Fig. 1: signal wires on met2
Bar = 20 microns.
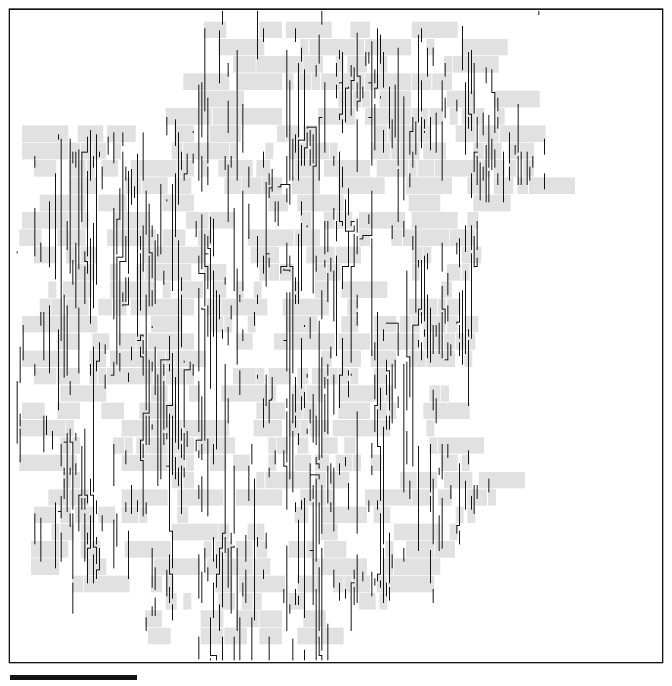
Fig. 2: routing congestion map
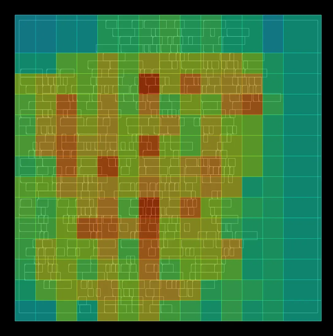
Fig. 3: zoomed window
Bar = 10 microns. Window x 31 to 71, y 11 to 51 microns. Cells in grey, sequential cells in the stronger grey; small squares are vias.
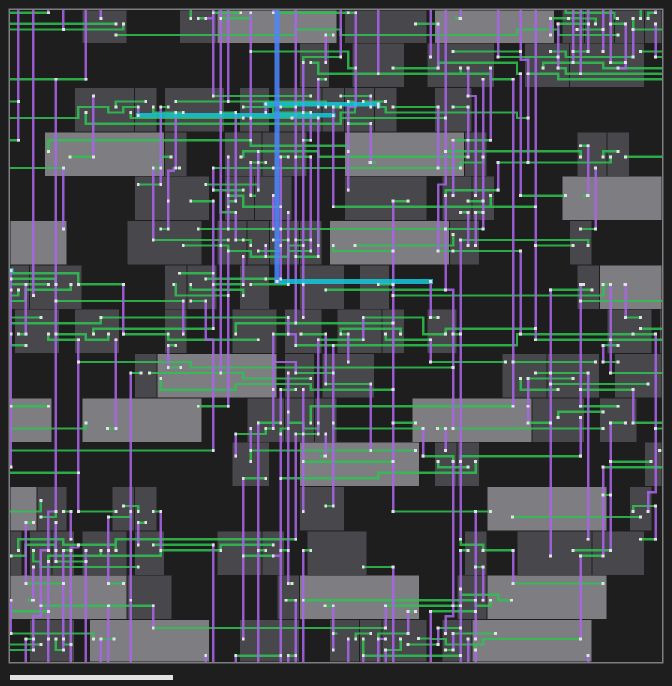
Fig. 4: the metal 1 layer
Bar = 20 microns. Supply wires on this layer in grey.
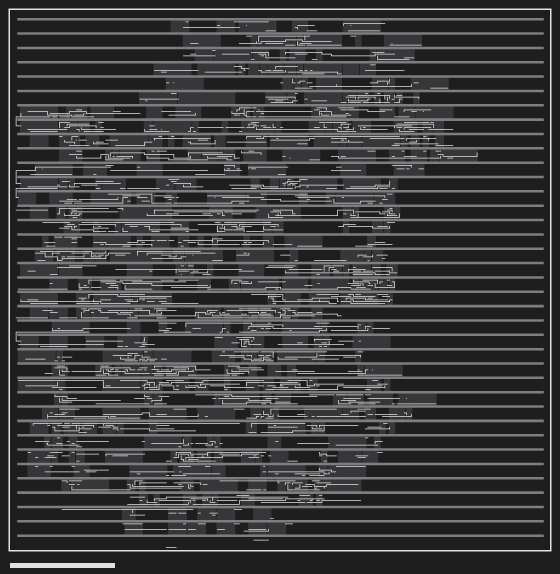
Fig. 5: cell sizes after repair
Bar = 20 microns.
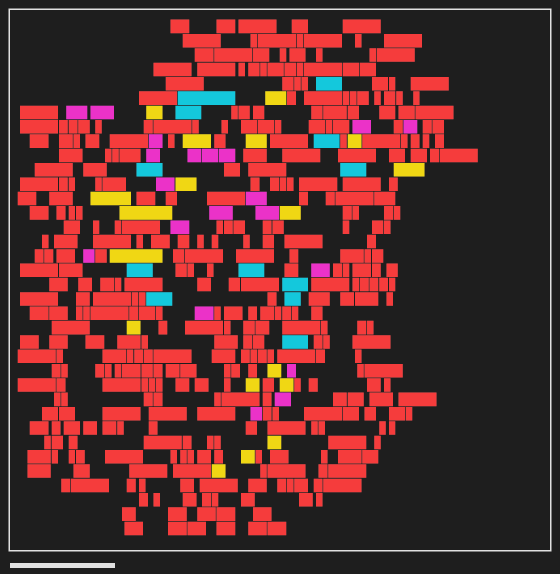
<file path="src/rtl/seg_display_ctrl.sv">
// seg_display_ctrl: binary value -> BCD (sequential double-dabble, one bit per
// clock) -> time-multiplexed common-anode 7-segment display.
// Optional feature macro: SEG_LEADING_ZERO_BLANK_EN (blank leading zero digits).

// Per-digit double-dabble correction: add 3 when the digit is 5 or more.
module seg_dabble_digit (
  input  logic [3:0] d,
  output logic [3:0] q
);
  assign q = (d >= 4'd5) ? d + 4'd3 : d;
endmodule

module seg_display_ctrl #(
  parameter int WIDTH       = 8,
  parameter int DIGITS      = 3,
  parameter int REFRESH_DIV = 50000
) (
  input  logic              clk,
  input  logic              rst,
  input  logic [WIDTH-1:0]  value,
  input  logic              load,
  output logic              busy,
  output logic              done,
  output logic              overflow,
  output logic [6:0]        seg,
  output logic [DIGITS-1:0] an
);
  // Accumulator has one spare digit beyond what WIDTH bits can ever need.
  localparam int NACC = (WIDTH + 2) / 3 + 1;
  localparam int CW   = $clog2(WIDTH + 1);
  localparam int RW   = $clog2(REFRESH_DIV);
  localparam int SW   = (DIGITS > 1) ? $clog2(DIGITS) : 1;

  typedef enum logic [1:0] {IDLE, SHIFT, DONE} state_t;
  state_t state, state_nxt;

  logic [WIDTH-1:0]         sh;
  logic [CW-1:0]            bit_cnt;
  logic [NACC-1:0][3:0]     acc, acc_sh;
  logic [4*NACC-1:0]        acc_adj;
  logic [DIGITS-1:0][3:0]   dig, dig_nxt, dig_conv;
  logic                     ovf_conv, ovf_nxt, last_shift;
  logic [RW-1:0]            ref_cnt;
  logic [SW-1:0]            scan, scan_nxt;
  logic [DIGITS-1:0]        blank;

  // Array of per-digit correction lanes.
  for (genvar i = 0; i < NACC; i++) begin : g_dab
    seg_dabble_digit u_dab (.d(acc[i]), .q(acc_adj[4*i +: 4]));
  end

  // Corrected accumulator shifted left, pulling in the next value bit.
  assign acc_sh = {acc_adj[4*NACC-2:0], sh[WIDTH-1]};

  // Displayed digits; digit positions above the accumulator read as zero.
  for (genvar i = 0; i < DIGITS; i++) begin : g_dig
    if (i < NACC) begin : g_src
      assign dig_conv[i] = acc_sh[i];
    end else begin : g_zero
      assign dig_conv[i] = 4'd0;
    end
  end

  // Overflow: any nonzero accumulator digit above the displayed ones. The
  // correction carry out of the top digit is folded in for completeness; it
  // cannot occur with the spare digit in place.
  always_comb begin
    ovf_conv = acc_adj[4*NACC-1];
    for (int i = DIGITS; i < NACC; i++)
      ovf_conv = ovf_conv | (acc_sh[i] != 4'd0);
  end

  assign last_shift = (state == SHIFT) && (bit_cnt == CW'(1));
  assign dig_nxt    = last_shift ? dig_conv : dig;
  assign ovf_nxt    = last_shift ? ovf_conv : overflow;
  assign busy       = (state != IDLE);
  assign done       = (state == DONE);

  // Next-state logic: load only in IDLE, WIDTH shift cycles, one DONE cycle.
  always_comb begin
    state_nxt = state;
    unique case (state)
      IDLE:    if (load) state_nxt = SHIFT;
      SHIFT:   if (bit_cnt == CW'(1)) state_nxt = DONE;
      DONE:    state_nxt = IDLE;
      default: state_nxt = IDLE;
    endcase
  end

  // State register and conversion datapath.
  always_ff @(posedge clk) begin
    if (rst) begin
      state   <= IDLE;
      sh      <= '0;
      bit_cnt <= '0;
      acc     <= '0;
    end else begin
      state <= state_nxt;
      if (state == IDLE && load) begin
        sh      <= value;
        bit_cnt <= CW'(WIDTH);
        acc     <= '0;
      end else if (state == SHIFT) begin
        sh      <= sh << 1;
        bit_cnt <= bit_cnt - CW'(1);
        acc     <= acc_sh;
      end
    end
  end

  // Display digit and overflow registers, loaded on the edge entering DONE.
  always_ff @(posedge clk) begin
    if (rst) begin
      dig      <= '0;
      overflow <= 1'b0;
    end else begin
      dig      <= dig_nxt;
      overflow <= ovf_nxt;
    end
  end

  assign scan_nxt = (ref_cnt == RW'(REFRESH_DIV - 1)) ?
                    ((scan == SW'(DIGITS - 1)) ? '0 : scan + SW'(1)) : scan;

  // Free-running refresh counter and scan index.
  always_ff @(posedge clk) begin
    if (rst) begin
      ref_cnt <= '0;
      scan    <= '0;
    end else begin
      ref_cnt <= (ref_cnt == RW'(REFRESH_DIV - 1)) ? '0 : ref_cnt + RW'(1);
      scan    <= scan_nxt;
    end
  end

  // Leading-zero blanking: a digit is blank if it and all digits above are 0.
  always_comb begin
    blank = '0;
`ifdef SEG_LEADING_ZERO_BLANK_EN
    begin : b_lead
      logic lead;
      lead = 1'b1;
      for (int i = DIGITS - 1; i >= 1; i--) begin
        lead     = lead & (dig_nxt[i] == 4'd0);
        blank[i] = lead;
      end
    end
`endif
  end

  function automatic logic [6:0] enc(input logic [3:0] d);
    case (d)
      4'd0:    enc = ~7'b0111111;
      4'd1:    enc = ~7'b0000110;
      4'd2:    enc = ~7'b1011011;
      4'd3:    enc = ~7'b1001111;
      4'd4:    enc = ~7'b1100110;
      4'd5:    enc = ~7'b1101101;
      4'd6:    enc = ~7'b1111101;
      4'd7:    enc = ~7'b0000111;
      4'd8:    enc = ~7'b1111111;
      4'd9:    enc = ~7'b1101111;
      default: enc = 7'h7F;
    endcase
  endfunction

  // Segment and anode registers, driven from next-state values so both move
  // together and a new result is visible in the DONE cycle.
  always_ff @(posedge clk) begin
    if (rst) begin
      seg <= 7'h7F;
      an  <= '1;
    end else begin
      an <= ~(DIGITS'(1) << scan_nxt);
      if (ovf_nxt)              seg <= ~7'b1000000;
      else if (blank[scan_nxt]) seg <= 7'h7F;
      else                      seg <= enc(dig_nxt[scan_nxt]);
    end
  end

endmodule

</file>
<file path="config.mk">
export PLATFORM = sky130hd
export DESIGN_NAME = seg_display_ctrl
export DESIGN_NICKNAME = d
export VERILOG_FILES = /design/src/rtl/seg_display_ctrl.sv
export SDC_FILE = /design/constraint.sdc
export NUM_CORES = 1
export LEC_CHECK = 0
export CAP_MARGIN = 20
export CORE_UTILIZATION = 35
export CTS_BUF_LIST = sky130_fd_sc_hd__clkbuf_8 sky130_fd_sc_hd__clkbuf_16
export DETAILED_ROUTE_END_ITERATION = 6
export MAX_ROUTING_LAYER = met4
export SLEW_MARGIN = 20
export SYNTH_ARGS = -nofsm -noshare
export SYNTH_HDL_FRONTEND = slang
export SYNTH_SLANG_ARGS = --single-unit
</file>
<file path="constraint.sdc">
create_clock -name clk -period 3.5 [get_ports clk]
set_input_delay 0.875 -clock clk [delete_from_list [all_inputs] [get_ports clk]]
set_output_delay 0.875 -clock clk [all_outputs]
set_load 0.01 [all_outputs]
</file>
==> flow_metrics.env <==
# flow metrics
export IMPL_outcome="finished clean"
export IMPL_grt_first_pass_wirelength_microns=12700
export IMPL_first_pass_iters=4
export IMPL_vias=2846
export IMPL_slew_limit_headroom_pct=57.8
export IMPL_postCtsHoldBufs=0
export IMPL_crit_end="seg[5]"
export IMPL_critPathCaptureType="flop"
export IMPL_swShare_pct=25.9
export IMPL_num_multi_input_gates=300
export IMPL_avgSynthCellArea_sq_um=8.73
export IMPL_io_pins=24
export IMPL_whs_ps=457
export IMPL_worst_slack_ps=582
export IMPL_post_cts_buffers=0
export IMPL_r2r_end="seg[5]"
export IMPL_rows=36
export IMPL_fillers=977
export IMPL_ys_flops=71
export IMPL_design_core_area_sq_um=9770
export IMPL_r2r_start="bit_cnt[1]"
export IMPL_synth_edff_count=0
export IMPL_dominant_cell_class="multi-input combinational cells"
export IMPL_p_int_mw=1.25
export IMPL_dpl_worst_slack_ps=601
export IMPL_fp_nets=432
export IMPL_diodes=0
export IMPL_hold_start="sh[5]"
export IMPL_pg_seq_uw=852
export IMPL_buf_share_pct=6.70
export IMPL_cts_made_buffers=9
export IMPL_ys_seq_share_pct=40.3
export IMPL_gp_congestion=0.793
export IMPL_seq_cells=71
export IMPL_drive_above_1_share_pct=11.5
export IMPL_ys_flop_type="dfxtp_1"
export IMPL_final_cell_mix="dfxtp_1 (71), nor2_1 (53), nand2_1 (41), a21oi_1 (35), clkdlybuf4s50_1 (23)"
export IMPL_seq_share_pct=34.6
export IMPL_p_seq_share_pct=50.3
export IMPL_period_needed_ps=2920
export IMPL_top_area_cell="dfxtp_1"
export IMPL_htreeDepth=3
export IMPL_pg_clk_uw=678
export IMPL_reg_top3="acc (16), ref_cnt (16), dig (12)"
export IMPL_clkbuf_count=10
export IMPL_inv_count=18
export IMPL_path_clk_slew_ps=80
export IMPL_p_switching_uw=439
export IMPL_utilization_pct=42.0
export IMPL_worst_setup_path_start_kind="flop"
export IMPL_tightestPinTransition_ps=633
export IMPL_ir_drop_mv=0.197
-- Fig. 1 (at the start) --
main direction	vertical
nets with wire on the layer	374
longest straight run	32.6 microns

-- Fig. 2 (at the start) --
total track usage: 16.2%
M3 GR Usage: 3.49%

-- Fig. 3 (at the start) --
colour	layer
purple	met2
green	met1
cyan	met3
blue	met4
most frequent	dfxtp_1 (17), nand2_1 (12), a21oi_1 (12)
sequential cells in the window	17
cells with their middle in the window	113
netlist names of flops here include	acc (6), sh (5), bit_cnt (3)

-- Fig. 4 (at the start) --
nets with wire on the layer	423
longest straight run	31.7 microns
wire length on this layer	3,730 microns
main direction	horizontal

-- Fig. 5 (at the start) --
colour	size	cells	share
yellow	drive 3 to 4	18	4.1%
magenta	drive 2	20	4.6%
cyan	drive 6 and up	12	2.8%
red	drive 1 or less	384	88%

critical path, stage by stage, from the launching register on:
cell	delay (ps)
dfxtp_1	330
inv_1	90
ha_1	160
nor3b_1	260
nand2_1	190
o31ai_1	390
nor2_1	140
o32ai_4	440
inv_1	160
ha_1	240
or2_2	290
a31oi_1	150
cell families (layout without fill, tap and decap cells):
logic type      after synthesis  after routing  share of synthesized area, %
simple gates                156            156                          22.5
compound gates               97             97                          19.1
flops                        71             71                          40.3
buf+inv                      33             63                          3.90
xor+xnor                     18             18                          4.47
fa+ha+maj                    17             17                          6.03
mux                          12             12                          3.65
metal layers:
metal  up-vias  part of all wire (%)  global-route usage [%]
met5         -                     0                       -
met2        30                    47                    25.8
met4         0                   1.6                    5.93
li1       1455                     -                       -
met3         8                   2.3                    3.49
met1      1353                    49                    20.2
